$ cat src/rtl/serial_adder_ctrl.sv
// Bit-serial adder that feeds one full-adder cell one bit pair per clock, LSB first.
// Start to done is WIDTH+1 cycles; start is ignored while busy. SERIAL_ADDER_SUB_EN adds a subtract input.

module all_adder (
   input  logic a,
   input  logic b,
   input  logic cin,
   output logic ans,
   output logic carry_out
);
   assign ans       = a ^ b ^ cin;
   assign carry_out = (a & b) | (cin & (a ^ b));
endmodule

module serial_adder_ctrl #(
   parameter int WIDTH = 16
) (
   input  logic             clk,
   input  logic             rst,
   input  logic             start,
   input  logic [WIDTH-1:0] a,
   input  logic [WIDTH-1:0] b,
   input  logic             carry_in,
`ifdef SERIAL_ADDER_SUB_EN
   input  logic             sub,
`endif
   output logic             busy,
   output logic             done,
   output logic [WIDTH-1:0] sum,
   output logic             carry_out,
   output logic             overflow
);

   localparam int CW = $clog2(WIDTH + 1);

   typedef enum logic [1:0] {
      IDLE = 2'd0,
      RUN  = 2'd1,
      DONE = 2'd2
   } state_t;

   state_t           state;
   state_t           state_nxt;
   logic             accept;
   logic             last_bit;

   logic [WIDTH-1:0] sa;
   logic [WIDTH-1:0] sb;
   logic             c;
   logic [CW-1:0]    cnt;
   logic [WIDTH-1:0] part;

   logic [WIDTH-1:0] b_load;
   logic             c_load;
   logic             fa_ans;
   logic             fa_co;
   logic             unused_part_lsb;

   all_adder u_fa (
      .a         (sa[0]),
      .b         (sb[0]),
      .cin       (c),
      .ans       (fa_ans),
      .carry_out (fa_co)
   );

`ifdef SERIAL_ADDER_SUB_EN
   // a - b computed as a + ~b + 1; carry_out=1 then means no borrow
   assign b_load = sub ? ~b : b;
   assign c_load = sub ? 1'b1 : carry_in;
`else
   assign b_load = b;
   assign c_load = carry_in;
`endif

   assign last_bit = (cnt == CW'(WIDTH - 1));

   // The partial register's LSB is always shifted out before the result is taken.
   assign unused_part_lsb = part[0];

   always_comb begin
      state_nxt = state;
      accept    = 1'b0;
      busy      = 1'b0;
      done      = 1'b0;
      case (state)
         IDLE: begin
            if (start) begin
               accept    = 1'b1;
               state_nxt = RUN;
            end
         end
         RUN: begin
            busy = 1'b1;
            if (last_bit) begin
               state_nxt = DONE;
            end
         end
         DONE: begin
            done = 1'b1;
            if (start) begin
               accept    = 1'b1;
               state_nxt = RUN;
            end else begin
               state_nxt = IDLE;
            end
         end
         default: begin
            state_nxt = IDLE;
         end
      endcase
   end

   always_ff @(posedge clk) begin
      if (rst) begin
         state     <= IDLE;
         sa        <= '0;
         sb        <= '0;
         c         <= 1'b0;
         cnt       <= '0;
         part      <= '0;
         sum       <= '0;
         carry_out <= 1'b0;
         overflow  <= 1'b0;
      end else begin
         state <= state_nxt;
         if (accept) begin
            sa   <= a;
            sb   <= b_load;
            c    <= c_load;
            cnt  <= '0;
            part <= '0;
         end else if (state == RUN) begin
            sa   <= {1'b0, sa[WIDTH-1:1]};
            sb   <= {1'b0, sb[WIDTH-1:1]};
            c    <= fa_co;
            cnt  <= cnt + CW'(1);
            part <= {fa_ans, part[WIDTH-1:1]};
            // On the last bit, c is the carry into the MSB stage
            if (last_bit) begin
               sum       <= {fa_ans, part[WIDTH-1:1]};
               carry_out <= fa_co;
               overflow  <= c ^ fa_co;
            end
         end
      end
   end

endmodule

$ cat config.mk
export PLATFORM = sky130hd
export DESIGN_NAME = serial_adder_ctrl
export DESIGN_NICKNAME = d
export VERILOG_FILES = /design/src/rtl/serial_adder_ctrl.sv
export SDC_FILE = /design/constraint.sdc
export NUM_CORES = 1
export LEC_CHECK = 0
export CAP_MARGIN = 25
export CORE_ASPECT_RATIO = 0.7
export CORE_MARGIN = 2
export CORE_UTILIZATION = 54
export CTS_BUF_LIST = sky130_fd_sc_hd__clkbuf_16
export CTS_CLUSTER_DIAMETER = 50
export DETAILED_ROUTE_END_ITERATION = 12
export PLACE_DENSITY = 0.85
export SYNTH_ARGS = -nofsm -noshare
export SYNTH_HDL_FRONTEND = slang
export SYNTH_SLANG_ARGS = --single-unit
$ cat constraint.sdc
create_clock -name clk -period 4.9 [get_ports clk]
set_input_delay 0.49 -clock clk [delete_from_list [all_inputs] [get_ports clk]]
set_output_delay 0.49 -clock clk [all_outputs]
set_load 0.005 [all_outputs]
==> flow_summary.yaml, run 1 <==
# flow metrics
power:
  internal_power_w: 0.00107
  power_switching_w: 0.000314
  power_density_nw_per_um2: 384
  p_leak_nw: 1.24
  powerComb_w: 0.000134
  pwr-share-comb_pct: 9.7
  top_power_group: "registers"
  power.total_w: 0.00138
  sequentialPowerShare_pct: 46.3
  peakVddDrop_uv: 291
  pwr-share-clk_pct: 44.0
finish:
  nNonClkBuffers: 59
  flops: 73
  areaGrowthSynthToFinish_pct: 28.6
  final_nets: 421
  drive_gt1_share_pct: 4.65
  largestClassByArea: "flip-flops and latches"
  inverters_excl_clock: 3
grt:
  antenna_found_initial: 0
  grt.total_usage_pct: 21.8
  grt_pass1_vias: 2270
clock_tree:
  cts-root-buf: "clkbuf_16"
  cts_setup_buffers: 0
  ctsLongestPathBuffers: 2
  tritoncts: "yes"
yosys:
  synth_top_cell_by_area: "dfxtp_1"
  post-synth-top-count-cell: "nand2_1"
  yosys_warnings: 0
  synthArstFlopShare_pct: 0
  yosysUniqueCellTypes: 29
sta:
  slew_headroom_pct: 33.9
  drv_slew: 0
  holdWs_ns: 0.450
  worst_slew_pin_slew_ns: 0.992
  rsz0062_at_grt: "no"
routing:
  routed.top_layer: "met4"
  dr.pass1.iters: 4
  wl_met3_um: 410
  drt_iter0_markers: 200
  wl_met1_um: 2760
  wl_met2_um: 2830
worst_setup_path:
  critPathArrivalTime_ns: 2.59
  rr_endpoint: "cnt[4]$_SDFFE_PP0P_"
  cp-start-kind: "flop"
  endpoint: "busy"
  critPathMaxFanout: 52
  cp_data_required_time_ns: 4.41
  r2r-start: "state[0]$_SDFFE_PP0P_"
die:
  dieWidth_um: 90.1
  num_rows: 21
run_status:
  status: "finished, final reports clean"
-- run 1: logic make-up (layout without fill, tap and decap cells) --
group | Yosys count | in the layout | share of synthesized area, %
flip-flops | 73 | 73 | 52.2
AND-OR/OR-AND | 84 | 84 | 17.0
multiplexers | 1 | 1 | 0.358
buffers and inverters | 32 | 78 | 5.68
XOR/XNOR | 3 | 3 | 0.939
AND/OR/NAND/NOR | 145 | 145 | 22.2
adder cells (fa/ha/maj) | 3 | 3 | 1.61
-- run 1: registers in the layout (all words and copies together) (netlist names) --
name / cells
state: 2
sa: 16
part: 15
c: 1
sb: 16
cnt: 5
carry_out: 1
overflow: 1
sum: 16
-- run 1: layout by cell type, fill, tap and decap left out, drive strengths merged --
cell / Yosys / final
ha: 2 / 2
and3: 1 / 1
nor2: 6 / 6
nand3: 5 / 5
clkinv: 0 / 4
o22ai: 17 / 17
a31oi: 11 / 11
xnor2: 2 / 2
buf: 21 / 4
clkdlybuf4s50: 0 / 55
a211oi: 2 / 2
nand3b: 2 / 2
xor2: 1 / 1
inv: 3 / 5
dfxtp: 73 / 73
bufinv: 0 / 1
mux2i: 1 / 1
o21a: 1 / 1
a22oi: 3 / 3
nand2: 90 / 90
clkbuf: 8 / 9
fa: 1 / 1
a21oi: 38 / 38
nor3: 35 / 35
o21ai: 12 / 12
nand2b: 2 / 2
and3b: 1 / 1
nor2b: 2 / 2
or3: 1 / 1
-- run 1: critical path, cell delays in order (launching register included) --
cell and delay (ns):
dfxtp_1 0.43, nand2b_2 0.57, inv_2 0.15, buf_4 0.47, clkdlybuf4s50_1 0.61
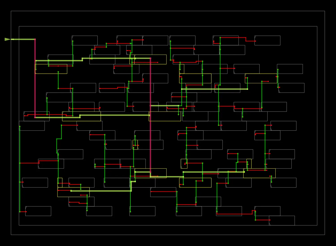
run_1/clocks.png
clock sinks: 73
clk pwr: 0.000608 W
Clock Skew: 0.00401 ns
clock buf count: 9

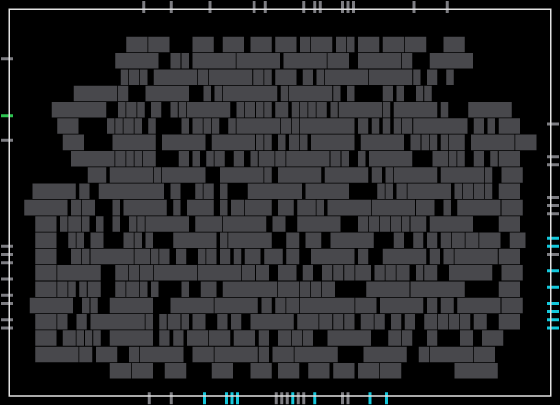
run_1/io_placement.png
Pins as bars across the die edge, other pins in grey.
port	colour	pins	direction	edge
busy	green	1	output	left
a	cyan	16	input	8 right, 8 bottom
Die Ht: 64.2 um
Port Buffers: 55

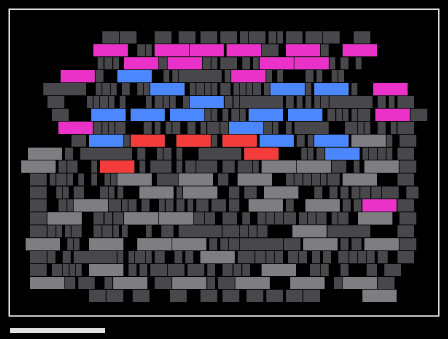
run_1/flops_by_reg.png
Scale bar: 20 um. Other sequential cells in the stronger grey, the rest of the logic in the fainter grey.
name in the netlist	colour	placed flops
part	blue	15
sum	magenta	16
cnt	red	5
Seq group: 0.000639 W
FF/Latch Area: 1460 um2
final core occ: 73.7%

run_1/logic_types.png
Scale bar: 20 um.
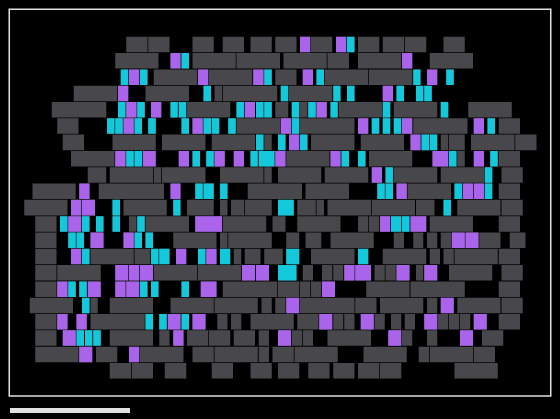

==> inputs of run 2 (changes only) <==
Settings changed: CORE_UTILIZATION 54 to 51, PLACE_DENSITY 0.85 to 0.81.
Clock period 4.9 ns to 2.95 ns, I/O delays scaled along.
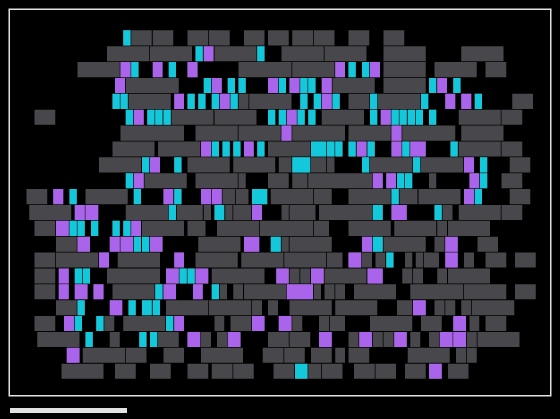
run_2/logic_types.png
Scale bar: 20 um.
family	colour	cells
nand cells	cyan	99
aoi and oai cells	purple	83
combinational share of cell area: 32.4%
Finished Layout Cells: 460
Top cell excl fill/tap: nand2_1

==> run 2 against run 1 <==
Clock skew rose by 0.0012 ns. Wire length is 0.15% higher. Clock-buffer cell count did not move. Highest routed layer unchanged. Die area grew 5.6%.
==> flow_summary.yaml, run 2 <==
# flow metrics
run_status:
  status: "finished, final reports clean"
flow_run:
  drv_cap: 0
  warnings: 26
routing:
  dr.pass1.iters: 4
  drt_iter0_markers: 168
  viasPerCell: 5.39
  ant_nets: 0
  drc: 0
  wirelength_um: 6080
  num_vias: 2478
finish:
  final_nets: 422
  areaGrowthSynthToFinish_pct: 30.1
  reg_top3: "sa x16, sb x16, sum x16"
  final_core_util_pct: 69.3
  final_cell_mix: "nand2_1 (90), dfxtp_1 (73), clkdlybuf4s50_1 (55)"
  drive_gt1_share_pct: 5.67
  antenna_cells: 0
  final_cell_area_um2: 3640
power:
  p_leak_nw: 1.25
  power_density_nw_per_um2: 659
  power.total_w: 0.00240
  peakVddDrop_uv: 411
worst_setup_path:
  cp-start-kind: "flop"
  rr_endpoint: "cnt[4]$_SDFFE_PP0P_"
  slowest_delay_ns: 0.59
  path_delay_family: "buffers and inverters"
  reg2reg_depth: 3
  r2r-start: "state[0]$_SDFFE_PP0P_"
  slowest_stage: "clkdlybuf4s50_1"
  critPathCaptureType: "output port"
  cp_data_required_time_ns: 2.65
  path_cells: "nand2b_2 -> inv_2 -> clkdlybuf4s50_1"
  crit_buf_inv: 2
  critPathMaxFanout: 26
  reg2reg_slack_ns: 0.89
  worstSetupPathType: "reg2out"
  critPathArrivalTime_ns: 1.83
sta:
  worst_slew_pin_slew_ns: 0.715
  drv_slew: 0
  holdWs_ns: 0.454
  fin_skew_ns: 0.00521
  setup_violations: 0
  period_needed_ns: 2.13
  rsz0062_at_grt: "no"
  final.setup.tns_ns: 0
  slew_headroom_pct: 52.2
  hold_viol: 0
yosys:
  syn_area_per_cell_um2: 8.21
  ys_top_cells_by_count: "nand2_1 (90), dfxtp_1 (73), a21oi_1 (38)"
  ys.flops: 73
  synth-edff-count: 0
  syn_area_um2: 2800
  top_cells_by_area: "dfxtp_1 (52%), nand2_1 (12%), a21oi_1 (6.8%)"
  synth_top_cell_by_area: "dfxtp_1"
  yosys_warnings: 0
  syn_nets: 380
  netlist_instances: 341
  post-synth-top-count-cell: "nand2_1"
  synthArstFlopShare_pct: 0
  yosysUniqueCellTypes: 29
  flop_cell: "dfxtp_1"
clock_tree:
  cts_sinks: 73
  htreeDepth: 3
  clk_pin_slew_worst_paths_ns: 0.05
  tritoncts: "yes"
  ctsLongestPathBuffers: 2
  cts-root-buf: "clkbuf_16"
  cts_resized: 0
  cts_setup_buffers: 0
place:
  place_area_um2: 3330
  place_hpwl_um: 3810
  gp_congestion: 0.769
  portBuffers: 55
die:
  num_rows: 22
  dieWidth_um: 92.5
  chipArea_um2: 6110
  fp.dieH_um: 66.0
  initCoreUtil_pct: 53.2
  core_um2: 5260
grt:
  antenna_found_initial: 0
  grt_pass1_vias: 2321
  grt.total_usage_pct: 21.8
hold_path:
  holdPathStages: 2
## run 2: cell counts after synthesis
No cell type changed its count.
## run 2: logic make-up (layout without fill, tap and decap cells)
group,count (synthesis),count (layout),share of synthesized area [%]
AND-OR/OR-AND,84,84,17.0
XOR/XNOR,3,3,0.939
adder cells (fa/ha/maj),3,3,1.61
buffers and inverters,32,79,5.68
flip-flops,73,73,52.2
multiplexers,1,1,0.358
AND/OR/NAND/NOR,145,145,22.2
## run 2: layout make-up
class	count	area, um2
Clock buffer	9	225
Clock inverter	7	85.1
Fill cell	414	1620
Inverter	3	11.3
Multi-Input combinational cell	236	1180
Sequential cell	73	1460
Tap cell	72	90.1
Timing Repair Buffer	60	588
## run 2: how the worst max path moves through the flow
stage,startpoint,end,slack (ns),cells after the start
after CTS,state[0]$_SDFFE_PP0P_,busy,0.80,3
after global placement,start,cnt[4]$_SDFFE_PP0P_,0.77,4
final,state[0]$_SDFFE_PP0P_,busy,0.82,3
after floorplan,cnt[0]$_SDFFE_PP0P_,overflow$_SDFFE_PP0P_,1.34,7
after global routing,state[0]$_SDFFE_PP0P_,cnt[4]$_SDFFE_PP0P_,0.71,3
after detailed placement,start,cnt[4]$_SDFFE_PP0P_,0.73,4
## run 2: routing by layer
layer  track usage [%]  share of wire (%)  wire length [um]
met1              27.1                 46              2800
met2              35.9                 46              2810
met3              7.64                6.2               375
met4              7.09                1.4                87
met5                 0                  0                 0
## run 2: power breakdown
part           leakage [nW]  switching [W]  internal [W]
logic                 0.507       0.000121      0.000103
registers             0.596      0.0000271       0.00103
clock network         0.150       0.000387      0.000730
## run 2: per-stage QoR
step	cells	setup WS [ns]
after floorplan	341	1.34
after global placement	444	0.770
after detailed placement	444	0.729
after CTS	460	0.804
after global routing	460	0.706
final	460	0.821
Power figures rest on the tool's default switching activity, not on a simulated workload.
